<file path="config.mk">
export PLATFORM = sky130hd
export DESIGN_NAME = mix_columns_seq
export DESIGN_NICKNAME = d
export VERILOG_FILES = /design/src/rtl/aes_pkg.sv /design/src/rtl/mix_column_unit.sv /design/src/rtl/mix_columns_seq.sv
export SDC_FILE = /design/constraint.sdc
export NUM_CORES = 1
export LEC_CHECK = 0
export CORE_MARGIN = 4
export CORE_UTILIZATION = 51
export CTS_BUF_LIST = sky130_fd_sc_hd__clkbuf_16
export DETAILED_ROUTE_END_ITERATION = 10
export PLACE_DENSITY = 0.91
export SETUP_SLACK_MARGIN = 0.05
export SLEW_MARGIN = 0
export SYNTH_ARGS = -nofsm -noshare
export SYNTH_HDL_FRONTEND = slang
export SYNTH_SLANG_ARGS = --single-unit
</file>
<file path="constraint.sdc">
create_clock -name clk -period 3.6 [get_ports clk]
set_input_delay 0.72 -clock clk [delete_from_list [all_inputs] [get_ports clk]]
set_output_delay 0.72 -clock clk [all_outputs]
set_load 0.1 [all_outputs]
</file>
<file path="src/rtl/aes_pkg.sv">
// Shared AES GF(2^8) arithmetic, MixColumns coefficient rows and the engine state encoding.
package aes_pkg;

    localparam logic [7:0]  GF_POLY = 8'h1B;
    localparam logic [31:0] MC_FWD  = {8'h02, 8'h03, 8'h01, 8'h01};
    localparam logic [31:0] MC_INV  = {8'h0e, 8'h0b, 8'h0d, 8'h09};

    typedef enum logic [1:0] {
        IDLE = 2'd0,
        RUN  = 2'd1,
        DONE = 2'd2
    } state_e;

    function automatic logic [7:0] xtime(input logic [7:0] x);
        return {x[6:0], 1'b0} ^ (x[7] ? GF_POLY : 8'h00);
    endfunction

    // Shift-and-add multiply: one xtime per bit of b.
    function automatic logic [7:0] gf_mul(input logic [7:0] a, input logic [7:0] b);
        logic [7:0] acc;
        logic [7:0] sh;
        acc = 8'h00;
        sh  = a;
        for (int i = 0; i < 8; i++) begin
            if (b[i]) acc = acc ^ sh;
            sh = xtime(sh);
        end
        return acc;
    endfunction

endpackage

</file>
<file path="src/rtl/mix_column_unit.sv">
// Combinational single-column MixColumns / InvMixColumns; row 0 of the column sits in col_i[31:24].
module mix_column_unit
    import aes_pkg::*;
(
    input  logic [31:0] col_i,
    input  logic        inv_i,
    output logic [31:0] col_o
);

    logic [31:0] coef;

    assign coef = inv_i ? MC_INV : MC_FWD;

    // Row r uses the coefficient row rotated right by r (circulant matrix).
    always_comb begin
        col_o = '0;
        for (int r = 0; r < 4; r++) begin
            for (int k = 0; k < 4; k++) begin
                col_o[31-8*r -: 8] = col_o[31-8*r -: 8]
                                   ^ gf_mul(coef[31-8*((k-r)&3) -: 8], col_i[31-8*k -: 8]);
            end
        end
    end

endmodule

</file>
<file path="src/rtl/mix_columns_seq.sv">
// Sequenced MixColumns engine: latches a 128-bit state, transforms COLS_PER_CYCLE columns per clock
// in place, then presents the result until the consumer takes it.
module mix_columns_seq
    import aes_pkg::*;
#(
    parameter int COLS_PER_CYCLE = 1
) (
    input  logic         clk,
    input  logic         rst_n,
    input  logic         in_valid,
    output logic         in_ready,
    input  logic         in_inv,
    input  logic [127:0] in_state,
    output logic         out_valid,
    input  logic         out_ready,
    output logic [127:0] out_state,
    output logic         busy,
    output state_e       dbg_state_o
);

    // Handshake: a transfer happens on a rising edge where valid and ready are both high;
    // in_ready is high only in IDLE, out_valid only in DONE, and out_state is frozen while out_valid waits.

    if (COLS_PER_CYCLE != 1 && COLS_PER_CYCLE != 2 && COLS_PER_CYCLE != 4) begin : g_bad_cols
        $error("mix_columns_seq: COLS_PER_CYCLE must be 1, 2 or 4");
    end

    localparam logic [1:0] STEP     = 2'(COLS_PER_CYCLE);
    localparam logic [1:0] LAST_CNT = 2'(4 - COLS_PER_CYCLE);

    state_e       state_q;
    logic [1:0]   col_cnt_q;
    logic         inv_q;
    logic [127:0] st_q;
    logic [127:0] st_d;

    logic [31:0]  unit_in  [COLS_PER_CYCLE];
    logic [31:0]  unit_out [COLS_PER_CYCLE];

    function automatic logic [6:0] byte_msb(input int r, input logic [1:0] c);
        return 7'(127 - 32*r - 8*int'(c));
    endfunction

    always_comb begin
        for (int g = 0; g < COLS_PER_CYCLE; g++) begin
            unit_in[g] = '0;
            for (int r = 0; r < 4; r++) begin
                unit_in[g][31-8*r -: 8] = st_q[byte_msb(r, col_cnt_q + 2'(g)) -: 8];
            end
        end
    end

    for (genvar g = 0; g < COLS_PER_CYCLE; g++) begin : g_unit
        mix_column_unit u_mc (
            .col_i (unit_in[g]),
            .inv_i (inv_q),
            .col_o (unit_out[g])
        );
    end

    // Only the active column group is written back; all other bytes hold.
    always_comb begin
        st_d = st_q;
        case (state_q)
            IDLE: if (in_valid) st_d = in_state;
            RUN: begin
                for (int g = 0; g < COLS_PER_CYCLE; g++) begin
                    for (int r = 0; r < 4; r++) begin
                        st_d[byte_msb(r, col_cnt_q + 2'(g)) -: 8] = unit_out[g][31-8*r -: 8];
                    end
                end
            end
            default: ;
        endcase
    end

    always_ff @(posedge clk or negedge rst_n) begin
        if (!rst_n) begin
            state_q   <= IDLE;
            col_cnt_q <= '0;
            inv_q     <= 1'b0;
            st_q      <= '0;
        end else begin
            st_q <= st_d;
            case (state_q)
                IDLE: begin
                    if (in_valid) begin
                        inv_q     <= in_inv;
                        col_cnt_q <= '0;
                        state_q   <= RUN;
                    end
                end
                RUN: begin
                    col_cnt_q <= col_cnt_q + STEP;
                    if (col_cnt_q == LAST_CNT) state_q <= DONE;
                end
                DONE: begin
                    if (out_ready) state_q <= IDLE;
                end
                default: state_q <= IDLE;
            endcase
        end
    end

    assign in_ready    = (state_q == IDLE);
    assign busy        = (state_q != IDLE);
    assign out_valid   = (state_q == DONE);
    assign out_state   = (state_q == DONE) ? st_q : '0;
    assign dbg_state_o = state_q;

endmodule

</file>
==> results.txt, run 1 <==
Implementation run completed; key figures follow.

Logic synthesis:
- The synthesized netlist devotes between 10% and 20% of its cell area to compound gates.
- The run gives the main flop type as sky130_fd_sc_hd__dfrtp_1.
- Yosys instantiated no cell more often than sky130_fd_sc_hd__xnor2_1.
- The run puts the number of distinct library cells after synthesis at ~44.
- The run gives the synthesized area per cell as 9.21 um2.
- The synthesis run identifies the leading combinational cell family as XOR/XNOR gates.
- Yosys attributes the largest share of cell area to sky130_fd_sc_hd__dfrtp_1, sky130_fd_sc_hd__xnor2_1, sky130_fd_sc_hd__mux4_2.

Critical path:
- The run puts the length in cells of the worst reg-to-reg path at 9.
- By instance count, the cell type seen most on the critical path is sky130_fd_sc_hd__xnor2_1.
- The timing report attributes the biggest portion of critical-path delay to XOR/XNOR gates.
- The run gives the worst endpoint data arrival time as ~3800 ps.
- The longest incremental delay of any stage on the critical path is reported as around 600 ps.
- According to the timing report, the critical path is launched from col_cnt_q[0].
- For reference, the critical path is captured by st_q[53].
- The run puts the buffer and inverter count on the worst path at 1.
- Per STA, the worst path is made up of buf_12 -> mux4_2 -> ha_1 -> xor2_1 -> xnor2_1 -> xnor2_1 -> xnor3_1 -> a221oi_1 -> nor2_1.

Run status:
- The run finished with clean final reports.

Die:
- The run puts the core region area at about 21000 um2.

Clock network:
- The run gives the number of buffers added to fix hold violations after cts as 0.
- The run gives the quantity of gates resized following cts as 0.
- The run puts the clock transition at the register clock pins on the worst setup and hold paths after CTS at approximately 70 ps.
- TritonCTS built the clock tree.

Final timing:
- The run puts the part of the cycle the worst path needs at between 90% and 100%.
- Setup repair after global routing left no endpoint under its margin.
- The run gives the number of hold violations in the final report as 0.
- The final layout reports a setup TNS of 0 ps.
- The run puts the total setup violations reported at the end of the flow at 0.

Routing:
- The run puts the total length of routed wires at about 46000 um.
- The run puts the number of antenna-violating nets in the routed design at 0.
- In this run the top signal layer used is met4.

Placed design:
- Per the placement report, the placed cell count is about 1700.
- The run puts the count of input and output buffers at between 200 and 300.

Flow run:
- The number of maximum-capacitance violations recorded for the run is 0.

Finish:
- The run puts the fraction of layout instances using a drive strength above 1 at a little over 20%.
- The run puts the multi-input gate share of the layout cell area at 44.6%.
- The run gives the count of buffers not belonging to the clock network in the layout as roughly 330.
- The run puts the non-clock inverter total of the final layout at 23.
==> run 1: flip-flops by register name (all words and copies together), names as in the netlist <==
| name | count |
|---|---|
| col_cnt_q | 2 |
| inv_q | 1 |
| dbg_state_o | 2 |
| st_q | 128 |
==> run 1: how the worst min path moves through the flow <==
stage	to	startpoint	cells after the start	slack [ps]
after floorplan	col_cnt_q[0]	rst_n	0	420
after global placement	st_q[96]	st_q[96]	2	490
after detailed placement	st_q[96]	st_q[96]	2	500
after CTS	st_q[92]	rst_n	1	300
after global routing	st_q[68]	rst_n	1	300
final	st_q[68]	rst_n	1	250
==> run 1: cell usage in the layout (no fill, tap or decap), types with 12 or more instances in the layout <==
cell type	n
sky130_fd_sc_hd__clkbuf_16	17
sky130_fd_sc_hd__nor2_1	103
sky130_fd_sc_hd__o22ai_1	64
sky130_fd_sc_hd__a21oi_1	113
sky130_fd_sc_hd__mux4_2	38
sky130_fd_sc_hd__a221oi_1	12
sky130_fd_sc_hd__mux2i_1	26
sky130_fd_sc_hd__clkdlybuf4s50_1	131
sky130_fd_sc_hd__inv_1	21
sky130_fd_sc_hd__xnor2_1	174
sky130_fd_sc_hd__buf_12	134
sky130_fd_sc_hd__nand2_1	37
sky130_fd_sc_hd__and2_1	132
sky130_fd_sc_hd__ha_1	30
sky130_fd_sc_hd__xor2_1	54
sky130_fd_sc_hd__buf_4	63
sky130_fd_sc_hd__o21ai_0	46
sky130_fd_sc_hd__and3_1	42
sky130_fd_sc_hd__dfrtp_1	130
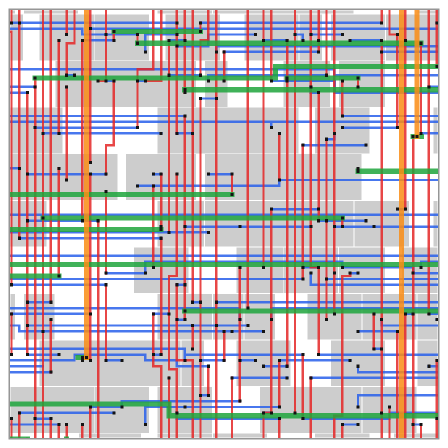
run_1/zoom.png
Region (65, 65) to (90, 90) um. Cells in gray, sequential cells in the stronger gray; small squares are vias.
met3 -> green
met4 -> orange
met1 -> blue
met2 -> red
most frequent = xnor2_1 (12), xor2_1 (7), buf_4 (6)
cells with their middle in the window = 40
sequential cells in the window = 0

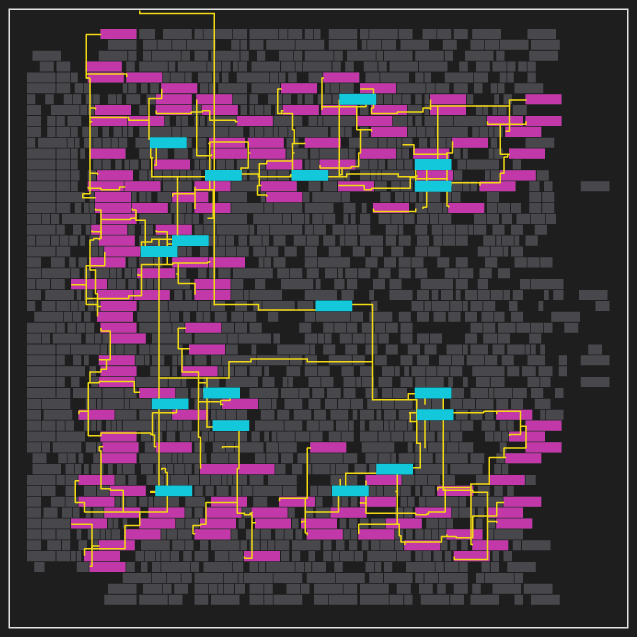
run_1/clock_map.png
Drawn at 4 px/um.
cells driving clock nets -> cyan  # count 17
clock wires -> yellow  # length 1860 um
flip-flops -> magenta  # count 133
flops lie = spread over the die
routed clock nets = 18
final setup skew: 12.5 ps
Clk Latency, worst-skew pair: 440 ps

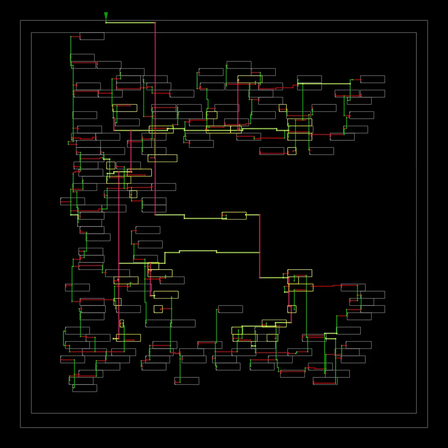
run_1/final_clocks.png
Clock Sink Count: 133
tally of clock buffers in the finished layout: 17
number of flip-flops and latches: 133
number of buffers created by CTS: 17

## Run 2: what changed since run 1
CTS_CLUSTER_DIAMETER = 30   (was unset)
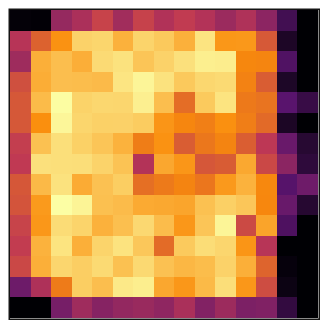
run_2/density.png
Drawn at 2 px/um. 15 x 15 tiles, from black (low) to pale yellow (high), 0 to 100% covered.
tiles over 75% full = 53%
mean over tiles = 66%
fullest tile = 100%
nearly empty tiles = 7.1%

==> run 2 against run 1 <==
Compared with the run above:
- design area unchanged
- synthesized cell count is the same
- flip-flop count stayed put
- die size stayed put
- sequential share of layout area unchanged
- wire length unchanged
- register-to-register slack hardly changed
- final cell count unchanged
- critical endpoint unchanged
==> results.txt, run 2 <==
Implementation run completed; key figures follow.

Run status:
- The flow ran to the end, and the final reports show no timing, DRC or antenna violations.

Final timing:
- Setup repair after global routing left no endpoint under its margin.
- The run gives the part of the cycle the worst path needs as 95.7% (unchanged).
- The run puts the summed negative setup slack over all endpoints at 0 ps (unchanged).
- The run puts the worst slew margin relative to its limit at between 20% and 30%.
- The run gives the total setup violations reported at the end of the flow as 0 (unchanged).
- The run gives the number of hold violations in the final report as 0 (unchanged).
- The run gives the maximum clock skew at final layout as 12.5 ps (unchanged).

Logic synthesis:
- The run puts the number of nets in the synthesized netlist at roughly 1300.
- By count the netlist is led by sky130_fd_sc_hd__xnor2_1, sky130_fd_sc_hd__dfrtp_1, sky130_fd_sc_hd__and2_1, sky130_fd_sc_hd__a21oi_1, sky130_fd_sc_hd__nor2_1.
- Looking at the gate-level netlist, the highest instance count belongs to sky130_fd_sc_hd__xnor2_1.
- The number of distinct library cells after synthesis came to 44 (unchanged).
- The run gives the post-synth tally of flip-flops with integrated enable as 0.
- The run gives the number of cells produced by synthesis as 1184.
- The largest total area in the synthesized netlist belongs to sky130_fd_sc_hd__dfrtp_1.
- The run puts the number of synthesis warnings at 0.
- The run gives the chip area estimate from yosys synthesis as 10900 um2.
- The main area contributors are sky130_fd_sc_hd__dfrtp_1, sky130_fd_sc_hd__xnor2_1, sky130_fd_sc_hd__mux4_2.
- The synthesized netlist was found by Yosys to have 1184 cells.
- Per the synth stats, the flop cell with the highest instance count is sky130_fd_sc_hd__dfrtp_1.
- After synthesis, the share of flip-flops with an asynchronous set or reset is 100%.
- The run puts the synthesized area per cell at 9.21 um2 (unchanged).

Finish:
- The run gives the number of flip-flops in the largest register as 128 (unchanged).
- More flip-flops sit in one register than any other, and that register is st_q.
- The fraction of layout instances using a drive strength above 1 came to 20.3% (unchanged).
- Among logic cells in the layout, the one with the most instances is sky130_fd_sc_hd__xnor2_1.
- Measured on the finished design, the core utilization comes to 75.8%.
- The run gives the cell area after layout as ~16000 um2.
- The library cells used most frequently in the layout, excluding fill and tap cells, are sky130_fd_sc_hd__xnor2_1, sky130_fd_sc_hd__buf_12, sky130_fd_sc_hd__and2_1.

Clock network:
- TritonCTS built the clock tree.
- The run gives the clock latency at the later pin of the worst-skew pair as 440 ps (about the same).
- The run puts the number of clock sinks at 133 (unchanged).
- The clock buffer count from CTS is 17 (unchanged).
- The H-tree was split into 4 levels.
- The run gives the quantity of gates resized following cts as 0 (unchanged).
- The run puts the clock transition at the register clock pins on the worst setup and hold paths after CTS at 70 ps (about the same).
- The number of buffers added to fix hold violations after cts is 0 (unchanged).

Critical path:
- The worst setup path is captured at a flip-flop.
- The run puts the biggest cell delay along the critical path at 600 ps (about the same).
- On the critical path, the stage with the largest delay is an instance of sky130_fd_sc_hd__mux4_2.
- In this run the critical path is formed by buf_12 -> mux4_2 -> ha_1 -> xor2_1 -> xnor2_1 -> xnor2_1 -> xnor3_1 -> a221oi_1 -> nor2_1.
- The kind of cell with the highest combined delay along the critical path is XOR/XNOR gates.
- The run puts the maximum fanout along the worst path at 22.
- The worst endpoint data arrival time came to 3750 ps (about the same).
- Per STA, the library cell used most along the worst path is sky130_fd_sc_hd__xnor2_1.
- The run puts the buffer and inverter count on the worst path at 1 (unchanged).

Flow run:
- The number of violations of the max-capacitance limit came to 0 (unchanged).

Die:
- The run gives the area of the die as about 24000 um2.

Routing:
- The total length of routed wires is 45700 um (unchanged).
- The run gives the final routed wire length divided by cell count as approximately 26 um.
- The run puts the number of antenna-violating nets in the routed design at 0 (unchanged).
- The run puts the detailed-routing iteration count for the pre-antenna-repair pass at 6.

Placed design:
- The run puts the global placer's final weighted congestion at between 1 and 1.5.
- The run puts the count of input and output buffers at 265 (unchanged).

Global routing:
- The run puts the global-route total usage across every layer at 37.8%.
- The run puts the global-route congestion overflow total at 0.
- The run puts the wire length of the first global-routing pass at around 70000 um.
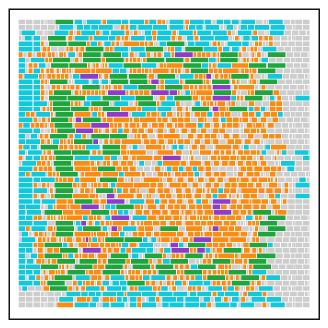
run_2/cell_classes.png
Drawn at 2 px/um. Fill, decap, tap and diode cells in gray.
clock drivers and dummy loads -> purple  # cells 32, share of their area 3.7%
all other logic -> orange  # cells 956, share of their area 46%
flip-flops -> green  # cells 133, share of their area 21%
other buffers and delay cells -> cyan  # cells 329, share of their area 29%
area of the placeable core: 21000 um2
cell row count: 53

==> run 2: cell counts after synthesis <==
No cell type changed its count.
==> run 2: final timing paths <==
check | end | slack, ps | from | cells after the start
max in group asynchronous | st_q[123] | 2460 | rst_n | 2
min reg2reg | st_q[96] | 530 | st_q[96] | 2
min in group clk | st_q[96] | 530 | st_q[96] | 2
max | st_q[53] | 160 | col_cnt_q[0] | 9
max reg2reg | st_q[53] | 160 | col_cnt_q[0] | 9
min | st_q[68] | 250 | rst_n | 1
==> run 2: routing by layer <==
metal  part of all wire (%)  GRT usage (%)  wire length [um]  vias to the layer above
li1                       -              -                 -                     4575
met1                     35           47.3             16100                     5358
met2                     46           60.2             21200                     1029
met3                     12           11.0              5600                      231
met4                    6.1           18.1              2770                        0
met5                      0              0                 0                        -
==> run 2: per-stage QoR <==
step / hold slack [ps] / worst slack [ps] / std cells
6_report: 255 / 156 / 1727
5_1_grt: 298 / 73.7 / 1727
4_1_cts: 297 / 206 / 1725
3_5_place_dp: 502 / 355 / 1693
3_3_place_gp: 494 / 443 / 1693
2_1_floorplan: 424 / 217 / 1184
==> run 2: kinds of logic after synthesis <==
family,Yosys count,share of synthesized area (%)
AND/OR/NAND/NOR,330,15.7
AND-OR/OR-AND,263,14.1
XOR/XNOR,241,20.8
flip-flops,133,30.5
buffers and inverters,118,4.59
multiplexers,69,10.8
adder cells (fa/ha/maj),30,3.44
==> run 2: area by class of cell <==
type	instances	share of cell area, %
antenna	2	0.0314
clock buffer	17	2.67
clock inverter	15	0.997
inverter	23	0.542
multi-input combinational	933	44.6
sequential	133	20.9
tap	275	2.16
timing repair buffer	329	28.1
